## config.mk

```make
export PLATFORM = sky130hd
export DESIGN_NAME = uart_tx_fifo
export DESIGN_NICKNAME = d
export VERILOG_FILES = /design/src/rtl/uart_tx_fifo.sv
export SDC_FILE = /design/constraint.sdc
export NUM_CORES = 1
export LEC_CHECK = 0
export CAP_MARGIN = 20
export CORE_MARGIN = 2
export CORE_UTILIZATION = 60
export DETAILED_ROUTE_END_ITERATION = 10
export PLACE_DENSITY = 0.85
export SLEW_MARGIN = 10
export SYNTH_ARGS = -nofsm -noshare
export SYNTH_HDL_FRONTEND = slang
export SYNTH_SLANG_ARGS = --single-unit
```

## constraint.sdc

```tcl
create_clock -name i_clock -period 3.15 [get_ports i_clock]
set_input_delay 0.63 -clock i_clock [delete_from_list [all_inputs] [get_ports i_clock]]
set_output_delay 0.63 -clock i_clock [all_outputs]
set_load 0.02 [all_outputs]
```

## src/rtl/uart_tx_fifo.sv

```systemverilog
// -----------------------------------------------------------------------------
// uart_tx_fifo
//
// Buffered UART transmitter. Producers push words through a ready/valid
// handshake into a small FIFO; the transmit FSM drains the FIFO and serialises
// each word back-to-back on o_tx (start bit, DBIT data bits LSB first, optional
// parity bit, stop period). An integrated divider produces the oversample tick
// (16 ticks per bit).
//
// Parameters
//   DBIT     data bits per frame (5..16)
//   PARITY   0 = none, 1 = even, 2 = odd
//   SB_TICK  stop length in oversample ticks (16 / 24 / 32)
//   DIV      clock cycles per oversample tick (>= 2)
//   DIV_W    baud counter width, 2**DIV_W >= DIV
//   FIFO_AW  FIFO address width, depth = 2**FIFO_AW
//
// Ports
//   i_clock    single clock, rising edge
//   i_reset    synchronous active-high reset
//   i_data     word to transmit
//   i_valid    i_data is valid; taken when o_ready is high
//   o_ready    FIFO can accept a word (not full)
//   o_tx       serial line, idle high, registered
//   o_tx_done  one-cycle pulse at the end of every frame, registered
//   o_busy     FSM active or FIFO holds data
//   o_count    FIFO occupancy, 0..2**FIFO_AW
// -----------------------------------------------------------------------------
module uart_tx_fifo #(
  parameter int DBIT    = 8,
  parameter int PARITY  = 0,
  parameter int SB_TICK = 16,
  parameter int DIV     = 163,
  parameter int DIV_W   = 8,
  parameter int FIFO_AW = 4
) (
  input  logic               i_clock,
  input  logic               i_reset,
  input  logic [DBIT-1:0]    i_data,
  input  logic               i_valid,
  output logic               o_ready,
  output logic               o_tx,
  output logic               o_tx_done,
  output logic               o_busy,
  output logic [FIFO_AW:0]   o_count
);

  localparam int DEPTH = 1 << FIFO_AW;
  localparam int S_MAX = (SB_TICK > 16) ? SB_TICK : 16;
  localparam int S_W   = $clog2(S_MAX);
  localparam int N_W   = (DBIT > 1) ? $clog2(DBIT) : 1;

  localparam logic [S_W-1:0]     S_BIT_LAST  = S_W'(15);
  localparam logic [S_W-1:0]     S_STOP_LAST = S_W'(SB_TICK - 1);
  localparam logic [N_W-1:0]     N_LAST      = N_W'(DBIT - 1);
  localparam logic [DIV_W-1:0]   DIV_LAST    = DIV_W'(DIV - 1);
  localparam logic [FIFO_AW:0]   DEPTH_CNT   = (FIFO_AW + 1)'(DEPTH);

  typedef enum logic [2:0] {
    S_IDLE,
    S_START,
    S_DATA,
    S_PARITY,
    S_STOP
  } state_t;

  // ---------------------------------------------------------------------------
  // TX FIFO
  // ---------------------------------------------------------------------------
  logic [DBIT-1:0]    mem [DEPTH];
  logic [FIFO_AW-1:0] wr_ptr;
  logic [FIFO_AW-1:0] rd_ptr;
  logic [FIFO_AW:0]   count;
  logic               full;
  logic               empty;
  logic               push;
  logic               pop;
  logic               avail_q;

  assign full  = (count == DEPTH_CNT);
  assign empty = (count == '0);
  // A full FIFO refuses the word even if the FSM pops in the same cycle.
  assign push  = i_valid && !full;

  // NOTE: the storage array has no reset; contents are only ever read behind
  // the occupancy count, so clearing the pointers is enough to discard them.
  always_ff @(posedge i_clock) begin
    if (push) begin
      mem[wr_ptr] <= i_data;
    end
  end

  // NOTE: all clocked state uses non-blocking assignments so every register
  // samples the pre-edge values regardless of statement order.
  always_ff @(posedge i_clock) begin
    if (i_reset) begin
      wr_ptr  <= '0;
      rd_ptr  <= '0;
      count   <= '0;
      avail_q <= 1'b0;
    end else begin
      if (push) wr_ptr <= wr_ptr + 1'b1;
      if (pop)  rd_ptr <= rd_ptr + 1'b1;
      case ({push, pop})
        2'b10:   count <= count + 1'b1;
        2'b01:   count <= count - 1'b1;
        default: ;
      endcase
      // The FSM launches from this registered copy of "not empty", so a word
      // pushed at edge N is counted at N+1 and starts its frame at N+2.
      avail_q <= !empty;
    end
  end

  // ---------------------------------------------------------------------------
  // Baud tick generator: held at zero while idle, so the first tick of every
  // frame lands exactly DIV cycles after leaving IDLE.
  // ---------------------------------------------------------------------------
  state_t           state;
  state_t           state_n;
  logic [DIV_W-1:0] baud_cnt;
  logic             tick;

  assign tick = (baud_cnt == DIV_LAST);

  always_ff @(posedge i_clock) begin
    if (i_reset || state == S_IDLE) begin
      baud_cnt <= '0;
    end else if (tick) begin
      baud_cnt <= '0;
    end else begin
      baud_cnt <= baud_cnt + 1'b1;
    end
  end

  // ---------------------------------------------------------------------------
  // Transmit FSM
  // ---------------------------------------------------------------------------
  logic [S_W-1:0]  s_cnt;
  logic [S_W-1:0]  s_cnt_n;
  logic [N_W-1:0]  n_cnt;
  logic [N_W-1:0]  n_cnt_n;
  logic [DBIT-1:0] shift;
  logic [DBIT-1:0] shift_n;
  logic            par;
  logic            par_n;
  logic            tx_q;
  logic            tx_n;
  logic            done_q;
  logic            done_n;
  logic [DBIT-1:0] head;

  assign head = mem[rd_ptr];

  // NOTE: every signal written here gets a default first, so no path through
  // the case statement can leave one unassigned and infer a latch.
  always_comb begin
    state_n = state;
    s_cnt_n = s_cnt;
    n_cnt_n = n_cnt;
    shift_n = shift;
    par_n   = par;
    tx_n    = tx_q;
    done_n  = 1'b0;
    pop     = 1'b0;

    case (state)
      S_IDLE: begin
        tx_n = 1'b1;
        if (avail_q && !empty) begin
          pop     = 1'b1;
          shift_n = head;
          // Parity is fixed at load time from the whole word.
          par_n   = (PARITY == 2) ? ~^head : ^head;
          s_cnt_n = '0;
          n_cnt_n = '0;
          tx_n    = 1'b0;
          state_n = S_START;
        end
      end

      S_START: begin
        if (tick) begin
          if (s_cnt == S_BIT_LAST) begin
            s_cnt_n = '0;
            n_cnt_n = '0;
            tx_n    = shift[0];
            state_n = S_DATA;
          end else begin
            s_cnt_n = s_cnt + 1'b1;
          end
        end
      end

      S_DATA: begin
        if (tick) begin
          if (s_cnt == S_BIT_LAST) begin
            s_cnt_n = '0;
            shift_n = shift >> 1;
            if (n_cnt == N_LAST) begin
              if (PARITY != 0) begin
                tx_n    = par;
                state_n = S_PARITY;
              end else begin
                tx_n    = 1'b1;
                state_n = S_STOP;
              end
            end else begin
              n_cnt_n = n_cnt + 1'b1;
              tx_n    = shift_n[0];
            end
          end else begin
            s_cnt_n = s_cnt + 1'b1;
          end
        end
      end

      S_PARITY: begin
        if (tick) begin
          if (s_cnt == S_BIT_LAST) begin
            s_cnt_n = '0;
            tx_n    = 1'b1;
            state_n = S_STOP;
          end else begin
            s_cnt_n = s_cnt + 1'b1;
          end
        end
      end

      S_STOP: begin
        tx_n = 1'b1;
        if (tick) begin
          if (s_cnt == S_STOP_LAST) begin
            s_cnt_n = '0;
            done_n  = 1'b1;
            state_n = S_IDLE;
          end else begin
            s_cnt_n = s_cnt + 1'b1;
          end
        end
      end

      default: begin
        tx_n    = 1'b1;
        state_n = S_IDLE;
      end
    endcase
  end

  always_ff @(posedge i_clock) begin
    if (i_reset) begin
      state  <= S_IDLE;
      s_cnt  <= '0;
      n_cnt  <= '0;
      shift  <= '0;
      par    <= 1'b0;
      tx_q   <= 1'b1;
      done_q <= 1'b0;
    end else begin
      state  <= state_n;
      s_cnt  <= s_cnt_n;
      n_cnt  <= n_cnt_n;
      shift  <= shift_n;
      par    <= par_n;
      tx_q   <= tx_n;
      done_q <= done_n;
    end
  end

  // ---------------------------------------------------------------------------
  // Outputs
  // ---------------------------------------------------------------------------
  assign o_ready   = !full;
  assign o_tx      = tx_q;
  assign o_tx_done = done_q;
  assign o_busy    = (state != S_IDLE) || !empty;
  assign o_count   = count;

endmodule

```

**Run 1: met2 routing**

Scale: 4 px per um.
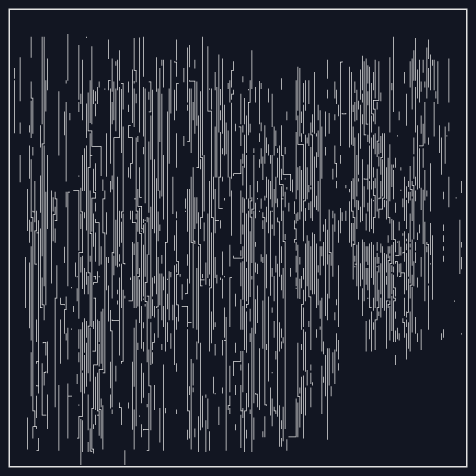
The wires run mostly vertical. The layer holds 53% of the routed length. 492 nets have wire on it. The layer carries 7,570 um of wire.
met2 Track Usage GR: 40.6%
Final Routed Wirelength: 14.4 mm
Vias: 4,276

**Run 1: nets reached from selected ports**

Scale: 2 px per um.
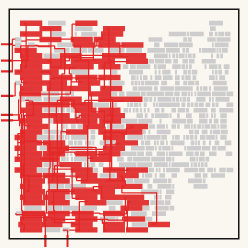
Key: red = `i_data` [direction input, edge 6 left, 2 bottom, end cells 128, buffers 8, wire 1,740 um]

**Run 1: ports around the boundary**

Scale: 4 px per um. Pins as bars across the die edge, other pins in gray.
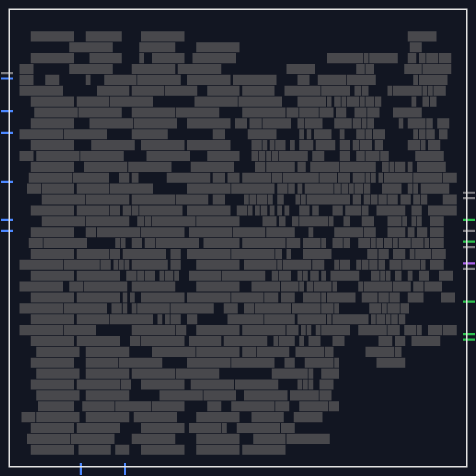
Key: purple = `i_valid` [pins 1, direction input, edge right]; green = `o_count` [pins 5, direction output, edge right]; blue = `i_data` [pins 8, direction input, edge 6 left, 2 bottom]
number of buffer cells added on primary ports: 19
Die Span Y: 114 um
Chip Width: 114 um

==> summary.txt, run 1 <==
Notes on the physical implementation.

- The synthesized netlist was found by Yosys to have 492 cells.
- Ranked by flip-flop count, first place goes to mem.
- The run finished with clean final reports.
- The number of remaining DRC errors is 0, for reference.
- For this design, the CTS-stage hold fixing added 0 buffers.
- Among logic cells in the layout, the one with the most instances is sky130_fd_sc_hd__edfxtp_1.
- 20 I/O pins were placed.
- STA classifies the critical path endpoint as a flop.
- On the worst path, the slowest cell contributes a delay of 600 ps.
- The relative max-transition margin is 56.4%, for reference.
- The synthesis run identifies the leading combinational cell family as multiplexers.
- The largest cell class by area is registers.
- The detailed-route wire length on metal 1 is 5.88 mm, for reference.
- The top layer used by detailed routing is met4, for reference.
- The number of detailed-routing iterations run before antenna repair is 7, for reference.
- The cell depth of the worst flop-to-flop path is 9, for reference.
- Of the cells placed in the final design, the portion with a size suffix greater than 1 is 19.4%.
- Of the total synthesized cell area, the portion taken by XOR and XNOR cells is 1.93%.
- The analysis reports a worst IR drop on VDD of 561 uV.
- The layout overhead on the synthesized area is 14.3%, for reference.
- The switching component of the power is 1.51 mW, for reference.
- The cell area power density is 702 mW/mm^2, for reference.
- The count of cells in the finished layout, fillers not included, comes to 688.
- The fraction of the mapped netlist area in compound gates is 6.74%, for reference.
- In this run, the synthesized area fraction spent on adder and majority cells is recorded as 2.24%.
- For this run, the script counts the antenna cells in the layout as 0.
- Post-synth the commonest register cell is sky130_fd_sc_hd__edfxtp_1.
- The final critical path time including I/O delays and setup is 2800 ps, for reference.
- The number of non-clock inverters is 11, for reference.
- The post-CTS clock slew at the launch and capture registers of the worst setup and hold paths is 60 ps, for reference.
- Post-CTS repair ended up resizing 0 cells.
- After detailed routing, the number of vias per cell comes to 6.22.
- Per the layout area report, the combinational gate area comes to 0.00233 mm^2.
- Once layout is complete, the utilization of the core stands at 69.7%.
==> run 2, diff against run 1 <==
--- a/config.mk
+++ b/config.mk
@@ -10,7 +10,6 @@
 export CORE_UTILIZATION = 60
 export DETAILED_ROUTE_END_ITERATION = 10
 export PLACE_DENSITY = 0.85
-export SLEW_MARGIN = 10
 export SYNTH_ARGS = -nofsm -noshare
 export SYNTH_HDL_FRONTEND = slang
 export SYNTH_SLANG_ARGS = --single-unit
**Run 2: nets reached from selected ports**

Scale: 2 px per um.
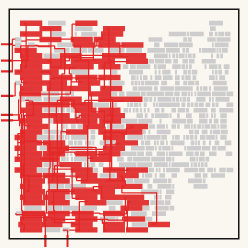
Key: red = `i_data` [direction input, edge 6 left, 2 bottom, end cells 128, buffers 8, wire 1,740 um]

**Run 2: wiring by layer**

Scale: 2 px per um. Only two layers are drawn.
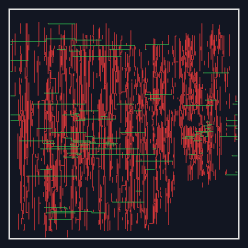
Key: red = M2 [wire length 7,570 um]; green = M3 [wire length 763 um]

==> run 2 against run 1 <==
  * Total power did not move
  * Non-clock buffer count unchanged
  * Clock power is essentially flat
  * Register-to-register slack barely moved
  * Critical path depth did not move
  * Count of clock-buffer cells in the layout unchanged
  * Synthesized cell count unchanged
  * Clock skew stayed put
  * Global-route usage did not move
  * Sequential power about the same
  * Combinational power hardly changed
  * Largest power group unchanged
==> summary.txt, run 2 <==
Notes on the physical implementation.

- The number of detailed-routing iterations run before antenna repair was 7 (unchanged).
- The number of non-clock inverters was 11 (unchanged).
- The cell area power density is 702 mW/mm^2 (unchanged), for reference.
- The number of remaining DRC errors is 0 (unchanged), for reference.
- Outcome: finished, final reports clean (unchanged).
- The final critical path time including I/O delays and setup came to 2800 ps (unchanged).
- The detail-routed via count per cell was 6.22 (unchanged).
- The number of cell instances after yosys synthesis is 492 (unchanged).
- The detailed-route wire length on metal 1 is 5.88 mm (unchanged).
- The capturing element type of the critical path is a flop (unchanged).
- The arithmetic-cell share of the synthesized area counting full adders, half adders and majority gates is 2.24% (unchanged), for reference.
- The top flip-flop cell by instance count after synthesis is sky130_fd_sc_hd__edfxtp_1 (unchanged), for reference.
- The die height is 114 um (unchanged), for reference.
- The area of combinational cells with multiple inputs came to 0.00233 mm^2 (unchanged).
- The switching component of the power is 1.51 mW (unchanged).
- The largest stage delay on the critical path is 600 ps (about the same), for reference.
- The post-cts gate resize count is 0 (unchanged), for reference.
- The top layer used by detailed routing is met4 (unchanged), for reference.
- The core utilization of the finished layout is 69.7% (unchanged), for reference.
- The total detailed-routing wirelength is 14.4 mm (unchanged), for reference.
- The leading cell type in the layout, fill and taps excluded was sky130_fd_sc_hd__edfxtp_1 (unchanged).
- The post-CTS clock slew at the launch and capture registers of the worst setup and hold paths is 60 ps (about the same), for reference.
- The dominant kind of cell is registers (unchanged), for reference.
- The register containing the most flip-flops in the final layout is mem (unchanged).
- The number of port buffers is 19 (unchanged), for reference.
- The quantity of hold-fixing buffers added after cts was 0 (unchanged).
- The count of non-filler cells in the finished layout was 688 (unchanged).
- The worst-case vdd ir drop came to 561 uV (unchanged).
- The via count came to 4,276 (unchanged).
- The width of the chip was 114 um (unchanged).
- The number of top-level pins is 20 (unchanged), for reference.
**Run 2: met2 routing**

Scale: 4 px per um.
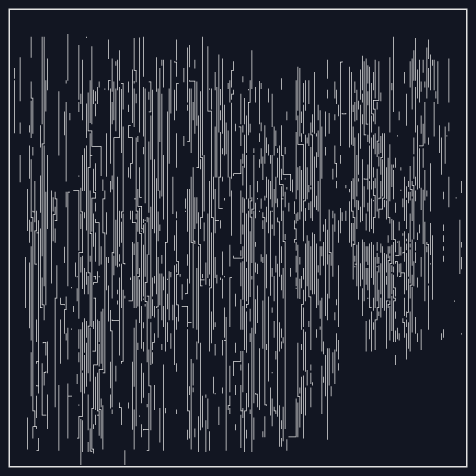

==> run 3, diff against run 2 <==
--- a/config.mk
+++ b/config.mk
@@ -10,6 +10,7 @@
 export CORE_UTILIZATION = 60
 export DETAILED_ROUTE_END_ITERATION = 10
 export PLACE_DENSITY = 0.85
+export RECOVER_POWER = 25
 export SYNTH_ARGS = -nofsm -noshare
 export SYNTH_HDL_FRONTEND = slang
 export SYNTH_SLANG_ARGS = --single-unit
**Run 3: met2 routing**

Scale: 4 px per um.
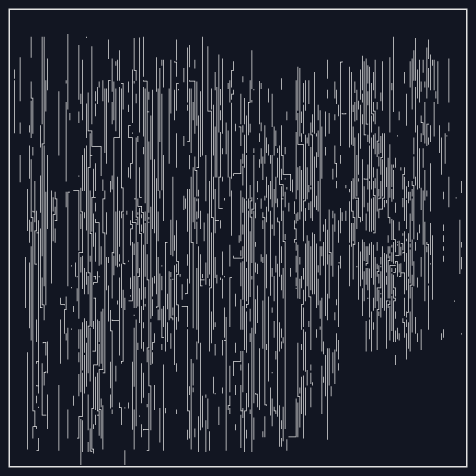
The longest straight run is 48.3 um. The layer carries 7,500 um of wire. The wires run mostly vertical. The layer holds 52% of the routed length. 493 nets have wire on it.

**Run 3: cell outlines without signal wires**

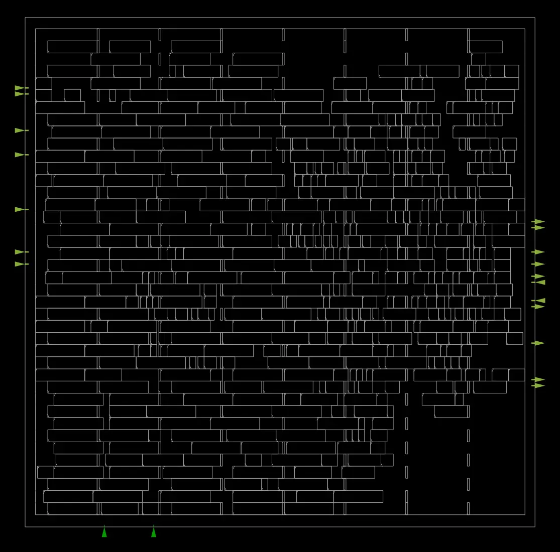
core area: 0.0119 mm^2
proportion of cell area occupied by registers: 57.4%

==> run 3 against run 2 <==
  * Clock power hardly changed
  * Critical path depth stayed put
  * Cell count stayed put
  * Core utilization stayed put
  * Final area stayed put
  * Clock skew is 0.53 ps higher
  * Worst hold slack hardly changed
  * Total power hardly changed
  * Worst setup slack better by 1.2 ps
  * Die size stayed put
  * Largest cell class unchanged
==> summary.txt, run 3 <==
Notes on the physical implementation.

- Outcome: finished, final reports clean (unchanged).
- The worst-case vdd ir drop is 561 uV (about the same), for reference.
- The number of rows in the core area is 40 (unchanged), for reference.
- The largest combinational cell category by area is multiplexers (unchanged), for reference.
- The layout overhead on the synthesized area was 14.3% (unchanged).
- The number of detailed-routing iterations run before antenna repair is 6 (was 7), for reference.
- The total detailed-routing wirelength is 14.4 mm (about the same), for reference.
- The post-cts gate resize count is 0 (unchanged), for reference.
- The switching component of the power is 1.51 mW (about the same), for reference.
- The largest fanout of any net on the critical path is 11 (unchanged), for reference.
- The quantity of hold-fixing buffers added after cts came to 0 (unchanged).
- The fraction of the mapped netlist area in compound gates came to 6.74% (unchanged).
- The chip area is 0.0130 mm^2 (unchanged).
- The via count was 4,293 (was 4,276).
- The fraction of layout cells with a size suffix above 1 came to 19.4% (unchanged).
- The power share of the combinational group came to 18.1% (about the same).
- The detail-routed via count per cell is 6.24 (was 6.22), for reference.
- The relative max-transition margin came to 56.6% (was 56.4%).
- The number of top-level pins is 20 (unchanged), for reference.
- The cell depth of the worst flop-to-flop path is 9 (unchanged), for reference.
- The synthesized-area fraction occupied by xor and xnor cells is 1.93% (unchanged), for reference.
- The largest stage delay on the critical path is 600 ps (about the same).
- The dominant kind of cell is registers (unchanged).
- The core utilization of the finished layout is 69.7% (unchanged), for reference.
- The count of non-filler cells in the finished layout is 688 (unchanged).
- The capturing element type of the critical path is a flop (unchanged), for reference.
- The arithmetic-cell share of the synthesized area counting full adders, half adders and majority gates was 2.24% (unchanged).
- The number of non-clock inverters was 11 (unchanged).
- The clock tree from TritonCTS is yes (unchanged), for reference.
- The leading cell type in the layout, fill and taps excluded was sky130_fd_sc_hd__edfxtp_1 (unchanged).
- The final critical path time including I/O delays and setup is 2800 ps (about the same).
- Unrepaired setup endpoints after global routing: false (unchanged).
- The number of antenna violations at the first check in global routing is 0 (unchanged), for reference.
- The number of port buffers was 19 (unchanged).
- The antenna diode count came to 0 (unchanged).
- The number of cell instances after yosys synthesis is 492 (unchanged), for reference.
- The routing usage on met2 is 40.6% (unchanged).
- The number of remaining DRC errors was 0 (unchanged).
- The residual overflow from global routing was 0 (unchanged).
- The actual slew at the worst max-slew pin came to 647 ps (was 653 ps).
- The post-CTS clock slew at the launch and capture registers of the worst setup and hold paths was 60 ps (about the same).
- The area of combinational cells with multiple inputs is 0.00233 mm^2 (unchanged), for reference.
- The detailed-route wire length on metal 1 was 5.83 mm (was 5.88 mm).
- The die height was 114 um (unchanged).
- The width of the chip came to 114 um (unchanged).
Power and IR drop assume default switching activity.
